--- config.mk ---
export PLATFORM = sky130hd
export DESIGN_NAME = price_packet_tx
export DESIGN_NICKNAME = d
export VERILOG_FILES = /design/src/rtl/price_pkt_pkg.sv /design/src/rtl/uart_tx_serializer.sv /design/src/rtl/price_packet_tx.sv
export SDC_FILE = /design/constraint.sdc
export NUM_CORES = 1
export LEC_CHECK = 0
export CAP_MARGIN = 15
export CORE_MARGIN = 3
export CORE_UTILIZATION = 35
export CTS_CLUSTER_DIAMETER = 40
export DETAILED_ROUTE_END_ITERATION = 10
export PLACE_DENSITY = 0.61
export SYNTH_ARGS = -nofsm -noshare
export SYNTH_HDL_FRONTEND = slang
export SYNTH_HIERARCHICAL = 1
export SYNTH_SLANG_ARGS = --single-unit
export TNS_END_PERCENT = 30
--- constraint.sdc ---
create_clock -name clk -period 3.55 [get_ports clk]
set_clock_uncertainty 0.2 [all_clocks]
set_input_delay 0.71 -clock clk [delete_from_list [all_inputs] [get_ports clk]]
set_output_delay 0.71 -clock clk [all_outputs]
set_load 0.02 [all_outputs]
--- src/rtl/price_pkt_pkg.sv ---
// -----------------------------------------------------------------------------
// price_pkt_pkg
// Shared definitions for the price-feed packet: framing constants (also used
// by the arbitrage engine's receiver), packet length, byte-index enum and the
// serializer state enum.
// Build option: PRICE_PKT_CHECKSUM_EN adds an XOR checksum byte between B_lo
// and the footer (7-byte packet instead of 6).
// -----------------------------------------------------------------------------
package price_pkt_pkg;

  localparam logic [7:0] PKT_HEADER = 8'hAA;
  localparam logic [7:0] PKT_FOOTER = 8'h55;

`ifdef PRICE_PKT_CHECKSUM_EN
  localparam int PKT_BYTES = 7;
`else
  localparam int PKT_BYTES = 6;
`endif

  // Position of each byte within the packet.
  typedef enum logic [2:0] {
    IDX_HDR  = 3'd0,
    IDX_A_HI = 3'd1,
    IDX_A_LO = 3'd2,
    IDX_B_HI = 3'd3,
    IDX_B_LO = 3'd4,
`ifdef PRICE_PKT_CHECKSUM_EN
    IDX_CSUM = 3'd5,
    IDX_FTR  = 3'd6
`else
    IDX_FTR  = 3'd5
`endif
  } byte_idx_e;

  // Line states. The serializer walks IDLE..STOP; GAP is the packet-level
  // quiet time owned by the top.
  typedef enum logic [2:0] {
    ST_IDLE  = 3'd0,
    ST_START = 3'd1,
    ST_DATA  = 3'd2,
    ST_STOP  = 3'd3,
    ST_GAP   = 3'd4
  } ser_state_e;

  // Packet-level phase of price_packet_tx.
  typedef enum logic [1:0] {
    PH_IDLE = 2'd0,
    PH_SEND = 2'd1,
    PH_GAP  = 2'd2
  } pkt_phase_e;

endpackage

--- src/rtl/uart_tx_serializer.sv ---
// -----------------------------------------------------------------------------
// uart_tx_serializer
// 8N1 UART transmitter for one byte at a time.
// Ports:
//   clk, rst     system clock, synchronous active-high reset
//   i_data       byte to send
//   i_valid      byte offered
//   o_ready      byte can be taken this cycle
//   o_tx         serial line, idle high
//   o_state      current ser_state_e value (debug)
// Handshake: a byte transfers on the rising edge where i_valid && o_ready;
// i_data is only sampled on that edge and the start bit is on the line the
// following cycle. o_ready is high while idle and also during the last cycle
// of the stop bit, so a byte offered then follows with no idle time.
// -----------------------------------------------------------------------------
module uart_tx_serializer
  import price_pkt_pkg::*;
#(
  parameter int CLKS_PER_BIT = 5208
) (
  input  logic       clk,
  input  logic       rst,
  input  logic [7:0] i_data,
  input  logic       i_valid,
  output logic       o_ready,
  output logic       o_tx,
  output logic [2:0] o_state
);

  localparam int CNT_W = (CLKS_PER_BIT > 1) ? $clog2(CLKS_PER_BIT) : 1;
  localparam logic [CNT_W-1:0] CNT_LAST = CNT_W'(CLKS_PER_BIT - 1);

  ser_state_e       r_state;
  logic [CNT_W-1:0] r_cnt;
  logic [7:0]       r_shift;
  logic [2:0]       r_bitn;
  logic             r_tx;

  logic w_bit_end;
  logic w_ready;
  logic w_load;

  // Counter restarts at zero on every bit boundary, so each bit is exactly
  // CLKS_PER_BIT cycles and no error builds up across frames.
  assign w_bit_end = (r_cnt == CNT_LAST);
  assign w_ready   = (r_state == ST_IDLE) || ((r_state == ST_STOP) && w_bit_end);
  assign w_load    = i_valid && w_ready;

  always_ff @(posedge clk) begin
    if (rst) begin
      r_state <= ST_IDLE;
      r_cnt   <= '0;
      r_shift <= '0;
      r_bitn  <= '0;
      r_tx    <= 1'b1;
    end else if (w_load) begin
      r_shift <= i_data;
      r_cnt   <= '0;
      r_bitn  <= '0;
      r_tx    <= 1'b0;
      r_state <= ST_START;
    end else begin
      case (r_state)
        ST_IDLE: r_tx <= 1'b1;
        ST_START: begin
          if (w_bit_end) begin
            r_cnt   <= '0;
            r_tx    <= r_shift[0];
            r_state <= ST_DATA;
          end else begin
            r_cnt <= r_cnt + 1'b1;
          end
        end
        ST_DATA: begin
          if (w_bit_end) begin
            r_cnt <= '0;
            if (r_bitn == 3'd7) begin
              r_tx    <= 1'b1;
              r_state <= ST_STOP;
            end else begin
              // LSB first: shift down and present the next bit
              r_bitn  <= r_bitn + 3'd1;
              r_shift <= r_shift >> 1;
              r_tx    <= r_shift[1];
            end
          end else begin
            r_cnt <= r_cnt + 1'b1;
          end
        end
        ST_STOP: begin
          if (w_bit_end) begin
            r_cnt   <= '0;
            r_state <= ST_IDLE;
          end else begin
            r_cnt <= r_cnt + 1'b1;
          end
        end
        default: begin
          r_tx    <= 1'b1;
          r_state <= ST_IDLE;
        end
      endcase
    end
  end

  assign o_ready = w_ready;
  assign o_tx    = r_tx;
  assign o_state = r_state;

endmodule

--- src/rtl/price_packet_tx.sv ---
// -----------------------------------------------------------------------------
// price_packet_tx
// Serializes one price-feed packet per request as 8N1 frames:
//   0xAA, A[15:8], A[7:0], B[15:8], B[7:0], [checksum,] 0x55
// Build option: PRICE_PKT_CHECKSUM_EN inserts A_hi^A_lo^B_hi^B_lo before the
// footer.
// Ports:
//   clk, rst         system clock, synchronous active-high reset
//   price_a/price_b  16-bit prices (cents), latched when a packet is accepted
//   send             request; accepted on the edge where send && ready
//   ready            a new packet can be accepted
//   uart_tx          serial line, idle high
//   busy             packet in flight, including the IDLE_BITS gap
//   pkt_done         one-cycle pulse as the packet completes
// Handshake: send/ready follow valid/ready rules; send while not ready is
// dropped, not queued. The start bit appears the cycle after acceptance.
// -----------------------------------------------------------------------------
module price_packet_tx
  import price_pkt_pkg::*;
#(
  parameter int CLK_FREQ  = 50_000_000,
  parameter int BAUD      = 9600,
  parameter int IDLE_BITS = 0
) (
  input  logic        clk,
  input  logic        rst,
  input  logic [15:0] price_a,
  input  logic [15:0] price_b,
  input  logic        send,
  output logic        ready,
  output logic        uart_tx,
  output logic        busy,
  output logic        pkt_done
);

  localparam int CLKS_PER_BIT = CLK_FREQ / BAUD;
  localparam int GAP_CYC      = IDLE_BITS * CLKS_PER_BIT;
  localparam int GAP_W        = (GAP_CYC > 1) ? $clog2(GAP_CYC) : 1;
  localparam logic [GAP_W-1:0] GAP_LAST = (GAP_CYC > 0) ? GAP_W'(GAP_CYC - 1) : '0;
  localparam logic [2:0] IDX_END = 3'(PKT_BYTES);

  pkt_phase_e       r_phase;
  logic [2:0]       r_idx;
  logic [15:0]      r_a;
  logic [15:0]      r_b;
  logic [GAP_W-1:0] r_gap;
  logic             r_ready;
  logic             r_busy;
  logic             r_done;

  logic       w_ser_ready;
  logic       w_ser_valid;
  logic [7:0] w_ser_data;
  logic [7:0] w_byte;
  logic       w_tx;
  logic [2:0] w_ser_state;
  logic       w_accept;
  logic       w_last;

  assign w_accept = send && r_ready && (w_ser_state == ST_IDLE);
  // r_idx already points one past the byte on the line, so reaching IDX_END
  // means the footer is the one finishing.
  assign w_last   = (r_idx == IDX_END);

  // Byte select for the sequencer; header is fed directly on acceptance.
  always_comb begin
    w_byte = PKT_FOOTER;
    case (r_idx)
      IDX_HDR:  w_byte = PKT_HEADER;
      IDX_A_HI: w_byte = r_a[15:8];
      IDX_A_LO: w_byte = r_a[7:0];
      IDX_B_HI: w_byte = r_b[15:8];
      IDX_B_LO: w_byte = r_b[7:0];
`ifdef PRICE_PKT_CHECKSUM_EN
      IDX_CSUM: w_byte = r_a[15:8] ^ r_a[7:0] ^ r_b[15:8] ^ r_b[7:0];
`endif
      default:  w_byte = PKT_FOOTER;
    endcase
  end

  assign w_ser_valid = w_accept || ((r_phase == PH_SEND) && w_ser_ready && !w_last);
  assign w_ser_data  = (r_phase == PH_IDLE) ? PKT_HEADER : w_byte;

  uart_tx_serializer #(
    .CLKS_PER_BIT(CLKS_PER_BIT)
  ) u_ser (
    .clk    (clk),
    .rst    (rst),
    .i_data (w_ser_data),
    .i_valid(w_ser_valid),
    .o_ready(w_ser_ready),
    .o_tx   (w_tx),
    .o_state(w_ser_state)
  );

  always_ff @(posedge clk) begin
    if (rst) begin
      r_phase <= PH_IDLE;
      r_idx   <= '0;
      r_a     <= '0;
      r_b     <= '0;
      r_gap   <= '0;
      r_ready <= 1'b1;
      r_busy  <= 1'b0;
      r_done  <= 1'b0;
    end else begin
      r_done <= 1'b0;
      case (r_phase)
        PH_IDLE: begin
          if (w_accept) begin
            r_a     <= price_a;
            r_b     <= price_b;
            r_idx   <= 3'd1;
            r_ready <= 1'b0;
            r_busy  <= 1'b1;
            r_phase <= PH_SEND;
          end
        end
        PH_SEND: begin
          // Serializer ready here means the current stop bit is ending.
          if (w_ser_ready) begin
            if (w_last) begin
              if (GAP_CYC == 0) begin
                r_idx   <= '0;
                r_ready <= 1'b1;
                r_busy  <= 1'b0;
                r_done  <= 1'b1;
                r_phase <= PH_IDLE;
              end else begin
                r_gap   <= '0;
                r_phase <= PH_GAP;
              end
            end else begin
              r_idx <= r_idx + 3'd1;
            end
          end
        end
        PH_GAP: begin
          if (r_gap == GAP_LAST) begin
            r_idx   <= '0;
            r_ready <= 1'b1;
            r_busy  <= 1'b0;
            r_done  <= 1'b1;
            r_phase <= PH_IDLE;
          end else begin
            r_gap <= r_gap + 1'b1;
          end
        end
        default: r_phase <= PH_IDLE;
      endcase
    end
  end

  assign ready    = r_ready;
  assign busy     = r_busy;
  assign pkt_done = r_done;
  assign uart_tx  = w_tx;

endmodule

==> notes.md, run 1 <==
Status of the implementation.

- The number of signal-net inverters in the final layout is 6, for reference.
- For this run, the top clock speed supported by timing is 0.313 GHz.
- The number of enable flip-flop cells is 0, for reference.
- The fraction of cell area in sequential cells is reported as 0.333.
- After layout, the buffer instance count without clock buffers stands at 45.
- After the first detailed-routing iteration, the DRC count stood at 113.
- The max-slew violation count is 0, for reference.
- Note, the detailed placer reported a final HPWL of 5440 um.
- The slowest library cell on the worst path is dfxtp_1, for reference.
- Of the total power, the share spent switching nets is 0.296.
- For the clock group, total power comes out at 638 uW.
- Post-synthesis, Yosys gives the total cell area as 0.00332 mm2.
- The CTS tree is built, for reference.
- The depth of the worst register-to-register path is 10, for reference.
- The largest net degree at the start of global routing is 36, for reference.
- The met1 wire length is 3700 um, for reference.
- The deepest clock path buffer count is 2, for reference.
- The worst-case register-to-register setup slack is 0.35 ns, for reference.
- The peak supply drop is 222 uV, for reference.
- The final core utilization is 0.435, for reference.
- The clock buffers instantiated in the layout total 10.
- The via count of the first global-routing pass is 2787, for reference.
- The worst slack after detailed placement is 0.409 ns, for reference.
- In the final design database the tool counted 462 nets.
- The worst-case headroom to the max-slew limit is 0.609, for reference.
- The post-synthesis area per instance is 8.34 um2, for reference.
- The most used flip-flop cell is dfxtp_1, for reference.
- The flow ran to the end, and the final reports show no timing, DRC or antenna violations.
- The global-route track usage on met1 is 0.203, for reference.
- The synthesis report gives the async set-or-reset register share as 0.
- The row count is 34, for reference.
- The fraction of area in multi-input gates is 0.457, for reference.
- The worst reg2reg path endpoint is u_ser/r_shift[5], for reference.
- The startpoint of the lowest-slack register-to-register path is u_ser/r_cnt[0], for reference.
- Setup repair after global routing left no endpoint under its margin.
==> run_1/pins.png <==
Drawn at 4 px/um. Pins as bars across the die edge, other pins in gray.
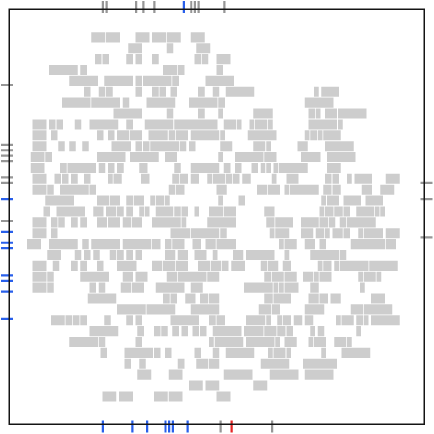
busy: drawn in red, pins 1, direction output, edge south. price_a: drawn in blue, pins 16, direction input, edge 8 west, 7 south, 1 north.
All pins by edge: 16 west, 10 south, 10 north, 3 east.
chip width: 103 um
vertical die size: 103 um
port buffer count: 38

==> run_1/metal_stack.png <==
Drawn at 4 px/um. Only two layers are drawn.
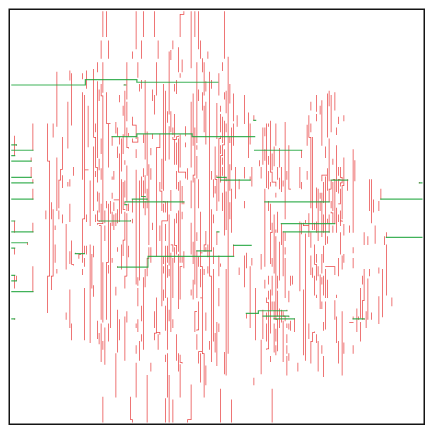
met2: drawn in red, wire length 3750 um. met3: drawn in green, wire length 318 um.
Overall Global Routing Usage: 0.157
detailed-route wire length per cell: 14.3 um
detailed-route via count: 2916
Post-Route WL: 7860 um

==> run_1/port_nets.png <==
Drawn at 3 px/um.
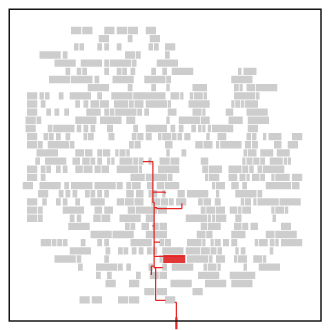
busy: drawn in red, direction output, edge south, end cells 1, buffers 1, wire 94.7 um.

==> run_1/drive_strength.png <==
Drawn at 4 px/um.
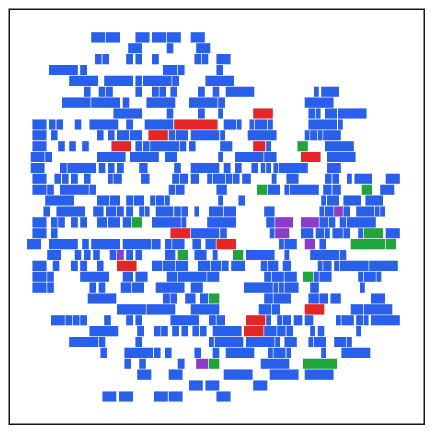

==> run 2: changes to the inputs <==
- SETUP_SLACK_MARGIN: default -> 0.2
- SKIP_LAST_GASP: default -> 1
==> run_2/drive_strength.png <==
Drawn at 4 px/um.
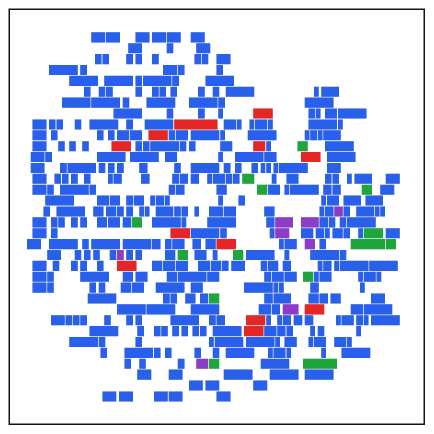
drive 6 and up: drawn in red, cells 12, share 2.8%, most used clkbuf_8. drive 1 or less: drawn in blue, cells 390, share 92%, most used dfxtp_1. drive 2: drawn in purple, cells 8, share 1.9%, most used nand4_2. drive 3 to 4: drawn in green, cells 14, share 3.3%, most used buf_4.

==> run 2 against run 1 <==
Global-route usage did not move. First-iteration DRC count did not move. Routed wire length fell by 0.48%. Via count fell by 0.62%. Count of clock-buffer cells in the layout did not move. Maximum frequency rose by 5.6%. Critical endpoint unchanged. Highest routed layer unchanged.
==> notes.md, run 2 <==
Status of the implementation.

- The worst-case hold path end point is u_ser/r_bitn[2], for reference.
- The worst-case register-to-register setup slack is 0.52 ns, for reference.
- The highest clock rate this design can be run at is 0.330 GHz.
- The number of distinct standard cells referenced by the synthesized netlist is 55, for reference.
- The routed via count is 2898, for reference.
- The share of the synthesized netlist area taken by xor and xnor gates is 0.0290, for reference.
- TritonCTS built the clock tree.
- The post-synthesis area per instance is 8.34 um2, for reference.
- The net switching power figure is 525 uW, for reference.
- The arrival time reported for the critical path endpoint is 3.07 ns, for reference.
- In the log, the iteration count for the first detailed-route pass is 5.
- Hold repair after CTS inserted 0 buffers.
- The DRC violation count after routing is 0, for reference.
- The script reports the combined buffer and inverter count of the critical path as 0.
- The HPWL after detailed placement is 5440 um, for reference.
- The largest cell class by area is multi-input combinational cells, for reference.
- The startpoint of the lowest-slack register-to-register path is u_ser/r_cnt[0], for reference.
- The final timing report lists a max-slew violation count of 0.
- The most common logic cell in the final layout is dfxtp_1.
- In the global route stage, overall resource usage came out at 0.157.
- The fraction of area in multi-input gates is 0.458, for reference.
- The reported sequential group power is 829 uW, for reference.
- The run finished with clean final reports.
- The instance count on the critical path is 10, for reference.
- The routed length per instance is 14.2 um, for reference.
- For this run, the script counts the antenna cells in the layout as 0.
- The clock network consumes a total of 637 uW.
- The biggest area contributor in the post-synthesis netlist is dfxtp_1.
- The leakage power is 1.25 nW, for reference.
- The switching portion of total power comes to 0.295.
- The global routing met2 resource utilization is 0.255, for reference.
- The most used flip-flop cell is dfxtp_1, for reference.
- Yosys reports a chip area of 0.00332 mm2.
- The layer flagged by global routing as most heavily used is met2.
- The number of cells produced by synthesis is 398, for reference.
- At the end of the flow the core is filled with cells to 0.435.
- The tool warning count for the run is 29.
- Clock-pin slew was measured on the worst setup and hold paths at 0.07 ns.
- The placed instances occupy a cell area of 0.00370 mm2.
- The deepest clock path buffer count is 2, for reference.
- Post-CTS repair ended up resizing 0 cells.
- The number of nets in the synthesized netlist is 441, for reference.
- The fraction of final layout cells sized beyond drive strength 1 is 0.0802, for reference.
- In the finished layout, the clock tree contains a buffer count of 10.
- The element type at the critical path start is a flop, for reference.
- The height of the chip is 103 um, for reference.
- At the end of the flow, the number of nets in the layout was 462.
- After detailed routing, no signal wire sits above met4.
- The detailed router put a total of 3660 um of wire on met1.
- The signal on the critical path passes through ha_1 > and4b_2 > and3_2 > nand2_1 > nand2_1 > a32o_1 > and2_1 > nand4_2 > and2_4 > a311oi_1.
- The largest net degree at the start of global routing is 36, for reference.
- The most critical min-delay path falls under reg -> reg.
- IR analysis of the VDD net gives a maximum drop of 222 uV.
- The number of cell instances after yosys synthesis is 398, for reference.
- The depth of the worst register-to-register path is 10, for reference.
- The via count of the first global-routing pass is 2787.
- The adder-cell share of the synthesized area is 0.0301, for reference.
- After layout, the buffer instance count without clock buffers stands at 45.
- On the critical path, the stage with the largest delay is an instance of dfxtp_1.
- Of all flip-flops after synthesis, the portion carrying an async set or reset was 0.
- The category of the worst setup path capture point is a flop, for reference.
- The row count is 34, for reference.
- The power attributed to combinational cells is 318 uW, for reference.
- In this run, synthesis inferred 0 flip-flops with an integrated enable.
- The beginning of the worst hold path is u_ser/r_bitn[2], for reference.
- The design received a total of 126 well taps at floorplan.
- Buffers placed on the I/O ports in this run total 38.
- Per STA, the endpoint of the critical path is u_ser/r_shift[5].
- OpenSTA, run right after detailed placement, puts the worst setup slack at 0.409 ns.
- Per the layout area report, the sequential fraction of cell area is 0.333.
- The flip-flop and latch count is 65, for reference.
- The initial antenna violation count came to 0.
- In the final timing run, aggregate negative setup slack is 0 ns.
- Setup repair after global routing left no endpoint under its margin.
- The layout has 6 inverters outside the clock class.
- The wire length recorded after detailed routing is 7820 um.
- The maximum single-stage delay on the critical path is 0.41 ns, for reference.
- The skew report gives the latency at the later pin of the worst-skew pair as 0.34 ns.
- The die is 103 um wide.
- The required time at the endpoint of the critical path is 3.59 ns, for reference.
- The critical path in this run is classified as reg -> reg.
- The global-route track usage on met1 is 0.203, for reference.
- Detailed-route iteration 0 reported a violation count of 113.
- The capture point of the worst register-to-register path is recorded as u_ser/r_shift[5].
- The worst-case headroom to the max-slew limit is 0.617, for reference.
- Cell internal power was estimated by the tool at 1.26 mW.
- The share of the Yosys chip area taken by registers is 0.392.
- The synthesis warning total is 6, for reference.
==> run 3: changes to the inputs <==
--- a/constraint.sdc
+++ b/constraint.sdc
@@ -3,3 +3,3 @@
 set_input_delay 0.71 -clock clk [delete_from_list [all_inputs] [get_ports clk]]
 set_output_delay 0.71 -clock clk [all_outputs]
-set_load 0.02 [all_outputs]
+set_load 0.05 [all_outputs]
==> run_3/pins.png <==
Drawn at 4 px/um. Pins as bars across the die edge, other pins in gray.
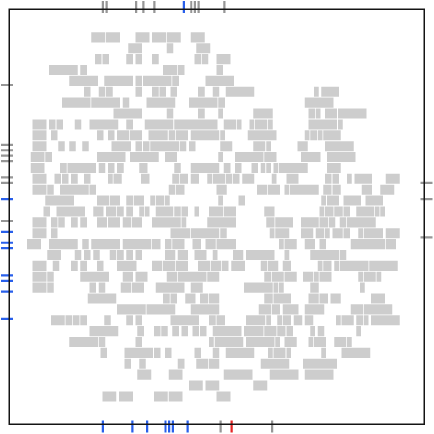
price_a: drawn in blue, pins 16, direction input, edge 8 west, 7 south, 1 north. busy: drawn in red, pins 1, direction output, edge south.
All pins by edge: 16 west, 10 south, 10 north, 3 east.

==> run 3 against run 2 <==
Area after synthesis did not move. Critical endpoint unchanged. Maximum frequency did not move. Combinational power rose by 4%. Largest power group unchanged.
==> notes.md, run 3 <==
Status of the implementation.

- The flow ran to the end, and the final reports show no timing, DRC or antenna violations.
- For this design, the slowest cell found on the critical path is dfxtp_1.
- Summing over the stages, the warning tally comes to 29.
- The total iterations of the first detailed-routing run is 5, for reference.
- The DRC violation total left in the routed layout is recorded as 0.
- The routed length per instance is 14.2 um, for reference.
- By area, the class that comes first in the final layout consists of multi-input combinational cells.
- The number of signal-net inverters in the final layout is 6, for reference.
- In the global route stage, met2 resource usage came out at 0.255.
- The cell area after placement is 0.00370 mm2, for reference.
- In this run, post-CTS repair resized a total of 0 instances.
- The fraction of registers with async set or reset after synthesis is 0, for reference.
- The worst reg2reg path endpoint is u_ser/r_shift[5], for reference.
- The number of well-tap cells placed is 126, for reference.
- The net count after synthesis is 441.
- The worst-case register-to-register setup slack is 0.52 ns, for reference.
- In the final timing run, aggregate negative setup slack is 0 ns.
- The net switching power figure is 537 uW, for reference.
- For this run, the total global-route usage over all layers was measured as 0.157.
- In this run, power in flip-flops and latches comes to 829 uW.
- The proportion of total power due to net switching is 0.299, for reference.
- The height of the chip is 103 um, for reference.
- In the placement report, post-DP HPWL is listed as 5440 um.
- The post-layout net count is 462, for reference.
- The stat command in Yosys gives a chip area of 0.00332 mm2.
- The clock buffers instantiated in the layout total 10.
- The flip-flop and latch count is 65, for reference.
- Power attributed to the clock group is 637 uW.
- Registers represent a cell area share of 0.333.
- The horizontal die dimension reported for this design is 103 um.
- Per the detail_route report, the via count comes to 2898.
- The largest net degree at the start of global routing is 36, for reference.
- The fraction of area in multi-input gates is 0.458, for reference.
- The worst-case headroom to the max-slew limit is 0.617, for reference.
- The startpoint of the lowest-slack register-to-register path is u_ser/r_cnt[0], for reference.
- For this design, Yosys synthesis ends with a cell count of 398.
- The buffer count excluding the clock tree in the final layout is 45, for reference.
- The peak supply drop is 222 uV, for reference.
- The insertion delay of the later-clocked pin in the worst-skew pair is 0.34 ns, for reference.
- Measured on the finished design, the core utilization comes to 0.435.
- The number of cells produced by synthesis is 398, for reference.
- No sink is reached through more buffers than the 2 on the longest clock path.
- The final max-slew violation count recorded for this run is 0.
- The most used flip-flop cell is dfxtp_1, for reference.
- The number of enable flip-flop cells is 0, for reference.
- The setup path with the least slack is of type reg -> reg.
- The total inserted antenna cells is 0, for reference.
- At the end of routability-driven placement, the weighted congestion stood at 0.821.
- The row count is 34, for reference.
- The leakage power in the latest report is 1.25 nW.
- The beginning of the worst hold path is u_ser/r_bitn[2], for reference.
- The depth of the worst register-to-register path is 10, for reference.
- The violation count after the first detailed-route iteration is 113, for reference.
- The worst setup path is captured at a flop.
- Setup repair after global routing left no endpoint under its margin.
- In this run the worst hold path is classified as reg -> reg.
- The highest clock rate this design can be run at is 0.330 GHz.
- By instance count after routing, the leading logic cell type is dfxtp_1.
- The synthesis warning total is 6, for reference.
- Per the detailed-route log, wirelength across all metal layers totals 7820 um.
- The endpoint of the worst hold path is reported as u_ser/r_bitn[2].
- The count of input and output buffers is 38, for reference.
- The fraction of final layout cells sized beyond drive strength 1 is 0.0802, for reference.
- The highest signal layer in the routed design is met4, for reference.
- The initial antenna violation count came to 0.
- The via count of the first global-routing pass is 2787, for reference.
- At the worst endpoint, the arrival time is 3.07 ns.
- Per the synthesis report, the dominant area consumer among library cells is dfxtp_1.
- The cts-stage hold buffer count is 0, for reference.
- The timing report lists the critical path depth as 10 cells.
- The required time at the endpoint of the critical path is 3.59 ns, for reference.
- The script reports the combined buffer and inverter count of the critical path as 0.
- Timing analysis after detailed placement gives a worst setup slack of 0.409 ns.
- The share of the synthesized netlist area taken by xor and xnor gates is 0.0290, for reference.
- According to the timing report, the critical path is captured at u_ser/r_shift[5].
- The power attributed to combinational cells is 330 uW, for reference.
- The power report lists cell-internal power as 1.26 mW.
Power is estimated from default activity; no workload was simulated.
